==> config.mk <==
export PLATFORM = sky130hd
export DESIGN_NAME = mips_exec_controller_flat
export DESIGN_NICKNAME = d
export VERILOG_FILES = /design/src/rtl/mips_exec_controller_if.sv /design/src/rtl/mips_exec_controller.sv /design/src/flat_wrapper.sv
export SDC_FILE = /design/constraint.sdc
export NUM_CORES = 1
export LEC_CHECK = 0
export CAP_MARGIN = 25
export CORE_AREA = 3 3 73 89
export DETAILED_ROUTE_END_ITERATION = 10
export DIE_AREA = 0 0 76 92
export PLACE_DENSITY = 0.9
export RECOVER_POWER = 25
export SYNTH_ARGS = -nofsm -noshare
export SYNTH_HDL_FRONTEND = slang
export SYNTH_SLANG_ARGS = --single-unit
==> constraint.sdc <==
create_clock -name clk -period 3.2 [get_ports clk]
set_clock_uncertainty 0.05 [all_clocks]
set_input_delay 0.64 -clock clk [delete_from_list [all_inputs] [get_ports clk]]
set_output_delay 0.64 -clock clk [all_outputs]
set_load 0.03 [all_outputs]
==> src/rtl/mips_exec_controller_if.sv <==
// Command, status and pipeline-control signals between the host/debug side,
// the MIPS datapath and the execution controller.
interface mips_exec_controller_if #(
  parameter int ADDR_W = 32,
  parameter int CNT_W  = 32
);
  logic              cmd_valid;
  logic [1:0]        cmd;
  logic              cmd_ready;
  logic              halt_fetched;
  logic [ADDR_W-1:0] pc;
  logic              break_en;
  logic [ADDR_W-1:0] break_addr;
  logic              pipe_enable;
  logic              fetch_enable;
  logic              pipe_flush;
  logic              halted;
  logic              done;
  logic [CNT_W-1:0]  cycle_count;

  // Host/datapath side: issues commands and reports PC/halt status.
  modport master (
    output cmd_valid, cmd, halt_fetched, pc, break_en, break_addr,
    input  cmd_ready, pipe_enable, fetch_enable, pipe_flush, halted, done,
           cycle_count
  );

  // Controller side.
  modport slave (
    input  cmd_valid, cmd, halt_fetched, pc, break_en, break_addr,
    output cmd_ready, pipe_enable, fetch_enable, pipe_flush, halted, done,
           cycle_count
  );
endinterface

==> src/rtl/mips_exec_controller.sv <==
// Execution sequencer for the 5-stage MIPS pipeline: RUN / STEP / breakpoint,
// HALT detection with a fixed-length drain, and CLEAR flush.
module mips_exec_controller #(
  parameter int DRAIN_CYCLES = 4,
  parameter int CNT_W        = 32,
  parameter int ADDR_W       = 32
) (
  input  logic                    clk,
  input  logic                    rst_n,
  mips_exec_controller_if.slave   ctrl
);

  localparam int DRAIN_W = (DRAIN_CYCLES > 1) ? $clog2(DRAIN_CYCLES) : 1;
  localparam logic [DRAIN_W-1:0] DRAIN_LOAD = DRAIN_W'(DRAIN_CYCLES - 1);

  typedef enum logic [2:0] {
    S_IDLE,
    S_RUN,
    S_STEP,
    S_DRAIN,
    S_HALTED,
    S_FLUSH
  } state_e;

  typedef enum logic [1:0] {
    CMD_NOP   = 2'b00,
    CMD_RUN   = 2'b01,
    CMD_STEP  = 2'b10,
    CMD_CLEAR = 2'b11
  } cmd_e;

  state_e             state_q, state_d;
  logic [DRAIN_W-1:0] drain_q, drain_d;
  logic               done_q, done_d;
  logic [CNT_W-1:0]   count_q, count_d;

  cmd_e cmd;
  logic cmd_ready;
  logic cmd_accept;
  logic break_hit;
  logic pipe_enable;

  assign cmd         = cmd_e'(ctrl.cmd);
  assign cmd_ready   = (state_q == S_IDLE) || (state_q == S_HALTED);
  assign cmd_accept  = ctrl.cmd_valid && cmd_ready;
  assign break_hit   = ctrl.break_en && (ctrl.pc == ctrl.break_addr);
  assign pipe_enable = (state_q == S_RUN) || (state_q == S_STEP) ||
                       (state_q == S_DRAIN);

  // NOTE: every variable assigned in this block gets a default first, so no
  // path through the case statement can leave one unassigned and infer a latch.
  always_comb begin
    state_d = state_q;
    drain_d = drain_q;
    done_d  = 1'b0;

    unique case (state_q)
      S_IDLE: begin
        if (cmd_accept) begin
          unique case (cmd)
            CMD_RUN:   state_d = S_RUN;
            CMD_STEP:  state_d = S_STEP;
            CMD_CLEAR: state_d = S_FLUSH;
            default:   state_d = S_IDLE;
          endcase
        end
      end

      // Halt outranks the breakpoint when both occur in the same cycle.
      S_RUN: begin
        if (ctrl.halt_fetched) begin
          state_d = S_DRAIN;
          drain_d = DRAIN_LOAD;
        end else if (break_hit) begin
          state_d = S_IDLE;
          done_d  = 1'b1;
        end
      end

      S_STEP: begin
        if (ctrl.halt_fetched) begin
          state_d = S_DRAIN;
          drain_d = DRAIN_LOAD;
        end else begin
          state_d = S_IDLE;
          done_d  = 1'b1;
        end
      end

      S_DRAIN: begin
        if (drain_q == '0) begin
          state_d = S_HALTED;
          done_d  = 1'b1;
        end else begin
          drain_d = drain_q - 1'b1;
        end
      end

      // RUN/STEP/NOP are accepted here but have no effect.
      S_HALTED: begin
        if (cmd_accept && (cmd == CMD_CLEAR)) begin
          state_d = S_FLUSH;
        end
      end

      S_FLUSH: begin
        state_d = S_IDLE;
        drain_d = '0;
      end

      default: begin
        state_d = S_IDLE;
        drain_d = '0;
      end
    endcase
  end

  // Cleared on entry to FLUSH so the count already reads 0 during the flush.
  always_comb begin
    count_d = count_q;
    if ((state_d == S_FLUSH) || (state_q == S_FLUSH)) begin
      count_d = '0;
    end else if (pipe_enable && (count_q != '1)) begin
      count_d = count_q + 1'b1;
    end
  end

  // NOTE: state registers use non-blocking assignments so every flop samples
  // the pre-edge values regardless of block ordering in simulation.
  always_ff @(posedge clk or negedge rst_n) begin
    if (!rst_n) begin
      state_q <= S_IDLE;
      drain_q <= '0;
      done_q  <= 1'b0;
      count_q <= '0;
    end else begin
      state_q <= state_d;
      drain_q <= drain_d;
      done_q  <= done_d;
      count_q <= count_d;
    end
  end

  assign ctrl.cmd_ready    = cmd_ready;
  assign ctrl.pipe_enable  = pipe_enable;
  assign ctrl.fetch_enable = (state_q == S_RUN) || (state_q == S_STEP);
  assign ctrl.pipe_flush   = (state_q == S_FLUSH);
  assign ctrl.halted       = (state_q == S_HALTED);
  assign ctrl.done         = done_q;
  assign ctrl.cycle_count  = count_q;

endmodule

==> src/flat_wrapper.sv <==
// flat-port wrapper written by rule: the top's interface ports become plain ports
module mips_exec_controller_flat 
#(
  parameter int DRAIN_CYCLES = 4,
  parameter int CNT_W        = 32,
  parameter int ADDR_W       = 32
)
  (clk, rst_n, ctrl_cmd_valid, ctrl_cmd, ctrl_halt_fetched, ctrl_pc, ctrl_break_en, ctrl_break_addr, ctrl_cmd_ready, ctrl_pipe_enable, ctrl_fetch_enable, ctrl_pipe_flush, ctrl_halted, ctrl_done, ctrl_cycle_count);
  mips_exec_controller_if #(.ADDR_W(ADDR_W), .CNT_W(CNT_W)) ctrl_i ();
  input  logic clk;
  input  logic rst_n;
  input wire logic [$bits(ctrl_i.cmd_valid)-1:0] ctrl_cmd_valid;
  input wire logic [$bits(ctrl_i.cmd)-1:0] ctrl_cmd;
  input wire logic [$bits(ctrl_i.halt_fetched)-1:0] ctrl_halt_fetched;
  input wire logic [$bits(ctrl_i.pc)-1:0] ctrl_pc;
  input wire logic [$bits(ctrl_i.break_en)-1:0] ctrl_break_en;
  input wire logic [$bits(ctrl_i.break_addr)-1:0] ctrl_break_addr;
  output wire logic [$bits(ctrl_i.cmd_ready)-1:0] ctrl_cmd_ready;
  output wire logic [$bits(ctrl_i.pipe_enable)-1:0] ctrl_pipe_enable;
  output wire logic [$bits(ctrl_i.fetch_enable)-1:0] ctrl_fetch_enable;
  output wire logic [$bits(ctrl_i.pipe_flush)-1:0] ctrl_pipe_flush;
  output wire logic [$bits(ctrl_i.halted)-1:0] ctrl_halted;
  output wire logic [$bits(ctrl_i.done)-1:0] ctrl_done;
  output wire logic [$bits(ctrl_i.cycle_count)-1:0] ctrl_cycle_count;
  assign ctrl_i.cmd_valid = ctrl_cmd_valid;
  assign ctrl_i.cmd = ctrl_cmd;
  assign ctrl_i.halt_fetched = ctrl_halt_fetched;
  assign ctrl_i.pc = ctrl_pc;
  assign ctrl_i.break_en = ctrl_break_en;
  assign ctrl_i.break_addr = ctrl_break_addr;
  assign ctrl_cmd_ready = ctrl_i.cmd_ready;
  assign ctrl_pipe_enable = ctrl_i.pipe_enable;
  assign ctrl_fetch_enable = ctrl_i.fetch_enable;
  assign ctrl_pipe_flush = ctrl_i.pipe_flush;
  assign ctrl_halted = ctrl_i.halted;
  assign ctrl_done = ctrl_i.done;
  assign ctrl_cycle_count = ctrl_i.cycle_count;
  mips_exec_controller #(.DRAIN_CYCLES(DRAIN_CYCLES), .CNT_W(CNT_W), .ADDR_W(ADDR_W)) u_core (.clk(clk), .rst_n(rst_n), .ctrl(ctrl_i));
endmodule
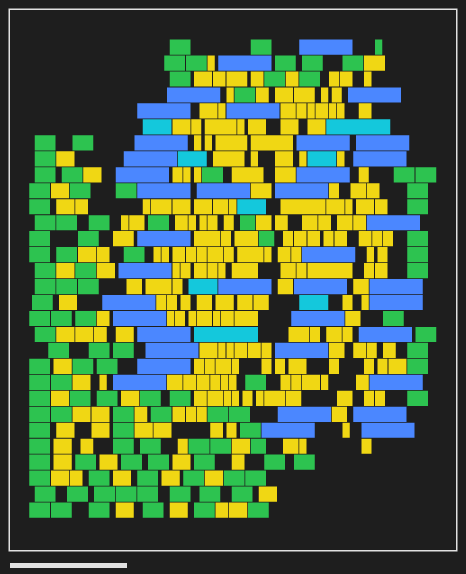
**Above:** run 1 (placed cells, one colour a class).
The bar under the picture is 20 um long.
legend:
  clock drivers and dummy loads:
    colour: cyan
    cells: 8
    share_of_their_area: 3.8%
  sequential cells:
    colour: blue
    cells: 38
    share_of_their_area: 25%
  remaining buffers and delay cells:
    colour: green
    cells: 111
    share_of_their_area: 29%
  remaining logic cells:
    colour: yellow
    cells: 235
    share_of_their_area: 42%
std cell rows: 30
cell area after layout: 3895 um2
final core utilization: 68.72%
flop share of the area: 24.41%
core footprint: 5668 um2

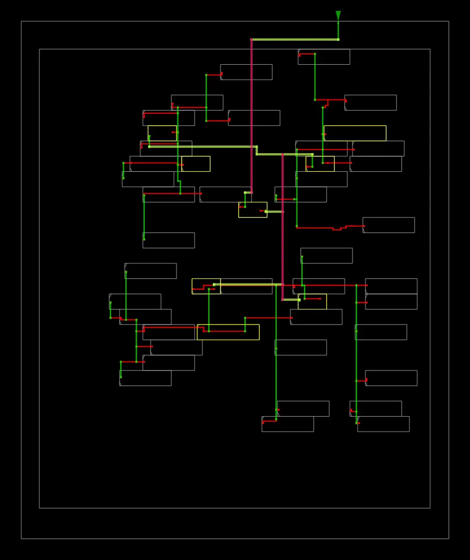
**Above:** run 1 (clock wiring as the flow saved it).
# clk buffers: 6
Clock Power: 506 uW
Flops: 38
Clock Sinks: 38
Late-Pin Clk Latency: 0.29 ns

==> impl_metrics.yaml, run 1 <==
# synthesis and place-and-route metrics
setup_path:
  start_kind: "flop"
  path_max_fanout: 12
  path_class: "reg2out"
  crit_required_ns: 2.51
  crit_arrival_ns: 2.30
  end_kind: "output port"
global_route:
  grt_pass1_vias: 2669
  grt_max_degree: 39
  grt.total_usage_pct: 21.67
  grt.overflow.total: 0
  antenna_found_initial: 0
  grt_pass1_wl_mm: 12.42
sta:
  setup_tns_ns: 0
  worst_pin_slew_ns: 1.976
  rsz0062_at_grt: "no"
  finalMaxSlewViolations: 39
  setup_viol: 0
  fin_crit_ns: 2.993
  slew_headroom_pct: -31.75
  fmax_mhz: 334.1
  final_hold_viol_count: 0
cts:
  h-tree-depth: 2
  clk_path_buf_depth: 2
  cts_tree: "done"
  ctsHoldBuffers: 0
  post_cts.repair.setup_buffers: 0
  clk_pin_slew_ns: 0.08
  ctsResizeCount: 0
  numCtsBuffers: 5
  root_buffer: "clkbuf_8"
placement:
  place_congestion: 0.8887
  io_buffers: 108
  detailed_place_hpwl_mm: 5.711
  placed_area_um2: 3754
power_and_ir_drop:
  leakagePower_uw: 0.001511
  ir_drop_v: 0.0002535
  pwr-share-clk_pct: 27.9
  p_comb_share_pct: 38.4
  p_seq_share_pct: 33.7
  swShare_pct: 35.61
  switchingPower_uw: 645.3
  power_density_nw_per_um2: 465.3
  power.total_uw: 1812
  p_int_uw: 1167
logic_synthesis:
  adder_share_pct: 0.9497
  top_cell_area_share_pct: 36.09
  topCellsByArea: "dfrtp_1 36%, xnor2_1 8.6%, nand3_1 4.4%, xor2_1 4.0%, nand2_1 3.6%"
  top_cells_by_count: "38 x dfrtp_1, 26 x xnor2_1, 25 x nand2_1"
  ys_ff: 38
  synth-edff-count: 0
  mux_area_share_pct: 2.659
  yosysTopAreaCell: "dfrtp_1"
  ys_sh_aoi_pct: 15.34
  synthDistinctLibCells: 53
  syn-cell-area_um2: 2635
  logic_family: "simple AND/OR/NAND/NOR gates"
  synth.most_common_cell: "dfrtp_1"
  ys_async_sr_fraction_pct: 100.0
  ys_area_um2: 2635
  synth-xor-area-share_pct: 12.63
  synth-main-ff-cell: "dfrtp_1"
  ys_warn_count: 0
  simple_gate_area_share_pct: 28.16
  synth_seq_share_pct: 36.09
  syn_inst: 286
  ys_cells: 286
  syn_nets: 359
worst_hold_path:
  hold_path.class: "reg2reg"
final_layout:
  final_nets: 464
  syn2layout_area_growth_pct: 47.82
  diodes: 0
  final.fill_count: 418
  drive_above_1_share_pct: 6.378
floorplan:
  dieArea_um2: 6992
  io_pins: 109
  fp_util_pct: 46.49
  dieWidth_um: 76
  fp.dieH_um: 92
flow_run:
  max-cap-violations: 1
  warnings: 26
drt:
  dr.first_iter.drc_count: 230
  ant_nets: 0
  dr.pass1.iters: 4
  wire_per_inst_um: 15.73
  drc: 0
  vias_per_cell: 5.640
status:
  violations: "max-capacitance violations, max-slew violations"
  status: "finished, violations left"
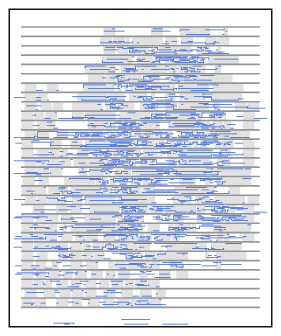
**Above:** run 1 (signal wires on met1).
Supply wires on this layer in grey.
main direction: horizontal
wire length on this layer: 2800 um
met1 usage in global routing: 24.75%
final wirelength: 7.426 mm
routed vias: 2662

[run 1: logic make-up after synthesis]
kind of cell	count (synthesis)
AOI/OAI and AO/OA	56
and+or+nand+nor	124
buffers and inverters	21
muxes	7
DFF	38
xor gates and xnor gates	38
adders and majority gates	2
[run 1: power by group through the flow]
stage	logic (uW)	clock network (uW)	registers [uW]
after CTS	694	509	607
after floorplan	381	0	630
final	696	506	610
after detailed placement	684	0	614
after global placement	670	0	610
after global routing	752	532	625
[run 1: worst paths after layout]
| path | start | endpoint | slack (ns) | cells after the start |
|---|---|---|---|---|
| max | u_core.state_q[0] | ctrl_pipe_enable | 0.21 | 3 |
| min reg2reg | u_core.ctrl.cycle_count[10] | u_core.ctrl.cycle_count[10] | 0.51 | 1 |
| min in group asynchronous | rst_n | u_core.ctrl.cycle_count[24] | 0.84 | 1 |
| max in group asynchronous | rst_n | u_core.state_q[1] | 1.12 | 1 |
| min | u_core.ctrl.cycle_count[10] | u_core.ctrl.cycle_count[10] | 0.51 | 1 |
| max reg2reg | u_core.state_q[2] | u_core.ctrl.cycle_count[31] | 0.72 | 5 |
[run 1: metal layers]
layer	track usage (%)	share of wire [%]	vias to the layer above
met1	24.75	38	1261
met2	40.61	54	123
met5	0	0	-
met4	4.985	0.92	0
li1	-	-	1270
met3	5.305	7.0	8
[run 1: through the flow]
stage | util (%) | std cells | hold slack, ns | setup WS [ns]
2_1_floorplan | - | 286 | 0.2944 | 0.9705
3_3_place_gp | 66.23 | 464 | 0.4774 | 0.6309
3_5_place_dp | 66.23 | 464 | 0.4921 | 0.5736
4_1_cts | 68.74 | 472 | 0.4160 | 0.2541
5_1_grt | 68.72 | 472 | 0.5257 | 0.05776
6_report | 68.72 | 472 | 0.5097 | 0.2070
[run 1: critical path: stages, from the launching register on]
cell             delay (ns)
dfrtp_1                0.48
o21bai_1               0.71
inv_2                  0.16
clkdlybuf4s50_1        0.66
[run 1: state kept, by name (all words and copies together) (netlist names)]
signal                   flops
u_core.ctrl.cycle_count     32
u_core.drain_q               2
u_core.state_q               3
u_core.ctrl.done             1
[run 1: area by class of cell]
class / count / area [um2] / share of cell area, %
clock inverter: 2 / 60.06 / 1.542
inverter: 8 / 30.03 / 0.7710
clock buffer: 6 / 82.58 / 2.120
tap: 80 / 100.1 / 2.570
sequential: 38 / 950.9 / 24.41
multi-input combinational: 227 / 1574 / 40.41
timing repair buffer: 111 / 1097 / 28.17
[run 1: cell usage in the layout (no fill, tap or decap), types with 2 or more instances in the layout]
cell,count
nor4b_1,2
clkdlybuf4s50_1,107
nor2_1,11
xnor2_1,26
xor2_1,12
o211ai_1,9
a31o_1,2
nor3_1,3
o21ai_1,8
o21ai_0,3
nand4_1,14
and4_1,5
nand3_1,23
nand2_1,25
nor4_1,3
a2111oi_2,4
ha_1,2
nor4_2,2
clkbuf_8,6
or4_1,6
and3_1,6
o31ai_1,5
bufinv_16,2
or3_1,8
buf_4,3
dfrtp_1,38
mux2i_1,7
inv_1,7
nand2b_1,5
a21oi_1,14
==> run 2: changes to the inputs <==
--- a/config.mk
+++ b/config.mk
@@ -9,7 +9,7 @@
 export CORE_AREA = 3 3 73 89
 export DETAILED_ROUTE_END_ITERATION = 10
 export DIE_AREA = 0 0 76 92
-export PLACE_DENSITY = 0.9
+export PLACE_DENSITY = 0.84
 export RECOVER_POWER = 25
 export SYNTH_ARGS = -nofsm -noshare
 export SYNTH_HDL_FRONTEND = slang
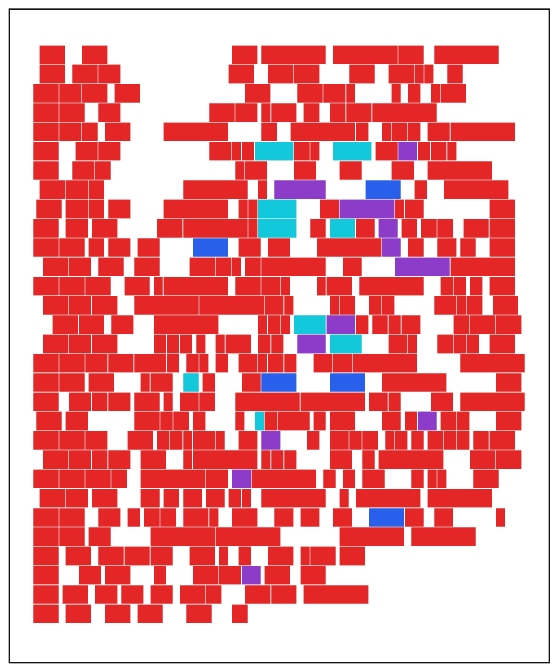
**Above:** run 2 (cell sizes after repair).
legend:
  x3 and x4:
    colour: purple
    cells: 12
    share: 3.0%
    most_used: buf_4
  x1 and smaller:
    colour: red
    cells: 369
    share: 93%
    most_used: clkdlybuf4s50_1
  x2:
    colour: cyan
    cells: 9
    share: 2.3%
    most_used: a2111oi_2
  x6 and larger:
    colour: blue
    cells: 5
    share: 1.3%
    most_used: clkbuf_8
Worst Slack Setup Final: 0.4919 ns
Non-CTS buffers: 115
cell area after layout: 3859 um2

==> run 2 against run 1 <==
The run still ends with max-capacitance violations, max-slew violations left. Synthesized cell count did not move. Worst setup slack improved by 0.28 ns. Critical path depth rose by 1. Register-to-register slack improved by 0.06 ns. Clock power fell by 39%. Hold slack got worse by 0.0030 ns. Fmax rose by 11%. Area after synthesis did not move. First-iteration DRC count fell by 23%. Critical path type unchanged. Highest routed layer unchanged.
==> impl_metrics.yaml, run 2 <==
# synthesis and place-and-route metrics
status:
  status: "finished, violations left"
  violations: "max-capacitance violations, max-slew violations"
global_route:
  grt.overflow.total: 0
  grt_pass1_vias: 2612
  grt_max_degree: 39
setup_path:
  start_kind: "flop"
  crit_required_ns: 2.51
  path_max_fanout: 12
  end_kind: "output port"
logic_synthesis:
  ys_sh_aoi_pct: 15.34
  syn_inst: 286
  syn_nets: 359
  synth-xor-area-share_pct: 12.63
  ys_async_sr_fraction_pct: 100.0
  top_cells_by_count: "38 x dfrtp_1, 26 x xnor2_1, 25 x nand2_1"
  ys_warn_count: 0
  adder_share_pct: 0.9497
placement:
  placed_area_um2: 3776
  detailed_place_hpwl_mm: 5.575
  place_congestion: 0.8317
floorplan:
  num_rows: 30
  io_pins: 109
power_and_ir_drop:
  pwr-share-clk_pct: 19.2
  p_comb_share_pct: 43.2
  ir_drop_v: 0.0002435
  power_density_nw_per_um2: 420.8
cts:
  cts_tree: "done"
  h-tree-depth: 2
  ctsResizeCount: 0
  cts_sinks: 38
  numCtsBuffers: 5
  root_buffer: "clkbuf_8"
final_layout:
  lay_top_cells: "107 x clkdlybuf4s50_1, 38 x dfrtp_1, 26 x xnor2_1"
  final.fill_count: 435
flow_run:
  warnings: 26
  max-cap-violations: 1
drt:
  vias_per_cell: 5.535
  wire_per_inst_um: 14.88
  dr.pass1.iters: 4
  num_vias: 2629
sta:
  worst_pin_slew_ns: 2.036
  finalMaxSlewViolations: 39
  rsz0062_at_grt: "no"
  fin_crit_ns: 2.708
run 2: cell types whose count changed in the layout (fill, tap and decap cells not counted), sizes merged:
cell | previous run | this run
bufinv | 2 | 0
buf | 3 | 7
clkbuf | 7 | 8
run 2: layout make-up:
class | instances | area share [%]
inverters | 8 | 0.7782
repair buffers | 115 | 29.22
flip-flops and latches | 38 | 24.64
clock buffers | 7 | 1.978
multi-input cells | 227 | 40.79
well taps | 80 | 2.594
run 2: per-layer routing:
layer / global-route usage, % / up-vias / part of all wire [%] / wire, um
met5: 0 / - / 0 / 0
met4: 8.006 / 0 / 1.9 / 131
li1: - / 1289 / - / -
met3: 5.992 / 11 / 8.1 / 575
met2: 38.02 / 108 / 51 / 3614
met1: 23.45 / 1221 / 39 / 2748
run 2: power by group through the flow:
stage | clock (uW) | combinational, uW | sequential, uW
floorplan | 0 | 381 | 630
global placement | 0 | 686 | 618
detailed placement | 0 | 699 | 620
CTS | 321 | 703 | 610
global route | 342 | 770 | 624
finish | 311 | 701 | 611
run 2: kinds of logic (layout without fill, tap and decap cells):
logic type,count (synthesis),after routing
XOR/XNOR,38,38
flip-flops,38,38
buffers and inverters,21,130
multiplexers,7,7
adder cells (fa/ha/maj),2,2
AND-OR/OR-AND,56,56
AND/OR/NAND/NOR,124,124
run 2: how the worst min path moves through the flow:
stage | depth (start not counted) | to | start
2_1_floorplan | 0 | u_core.ctrl.cycle_count[0] | rst_n
3_3_place_gp | 1 | u_core.ctrl.cycle_count[10] | u_core.ctrl.cycle_count[10]
3_5_place_dp | 1 | u_core.ctrl.cycle_count[4] | u_core.ctrl.cycle_count[4]
4_1_cts | 1 | u_core.ctrl.cycle_count[19] | rst_n
5_1_grt | 2 | u_core.ctrl.cycle_count[23] | u_core.ctrl.cycle_count[23]
6_report | 1 | u_core.ctrl.cycle_count[10] | u_core.ctrl.cycle_count[10]
run 2: per-stage QoR:
stage          instances  utilization [%]
3_3_place_gp         467            66.62
5_1_grt              475            68.08
6_report             475            68.08
4_1_cts              474            67.97
3_5_place_dp         467            66.62
2_1_floorplan        286                -
run 2: critical path: stages (launching register included):
cell and delay, ns:
dfrtp_1 0.49, nor2_1 0.36, nand2_1 0.13, inv_1 0.07, clkdlybuf4s50_1 0.67
No activity file was given, so power comes from the tool's default toggle rates.
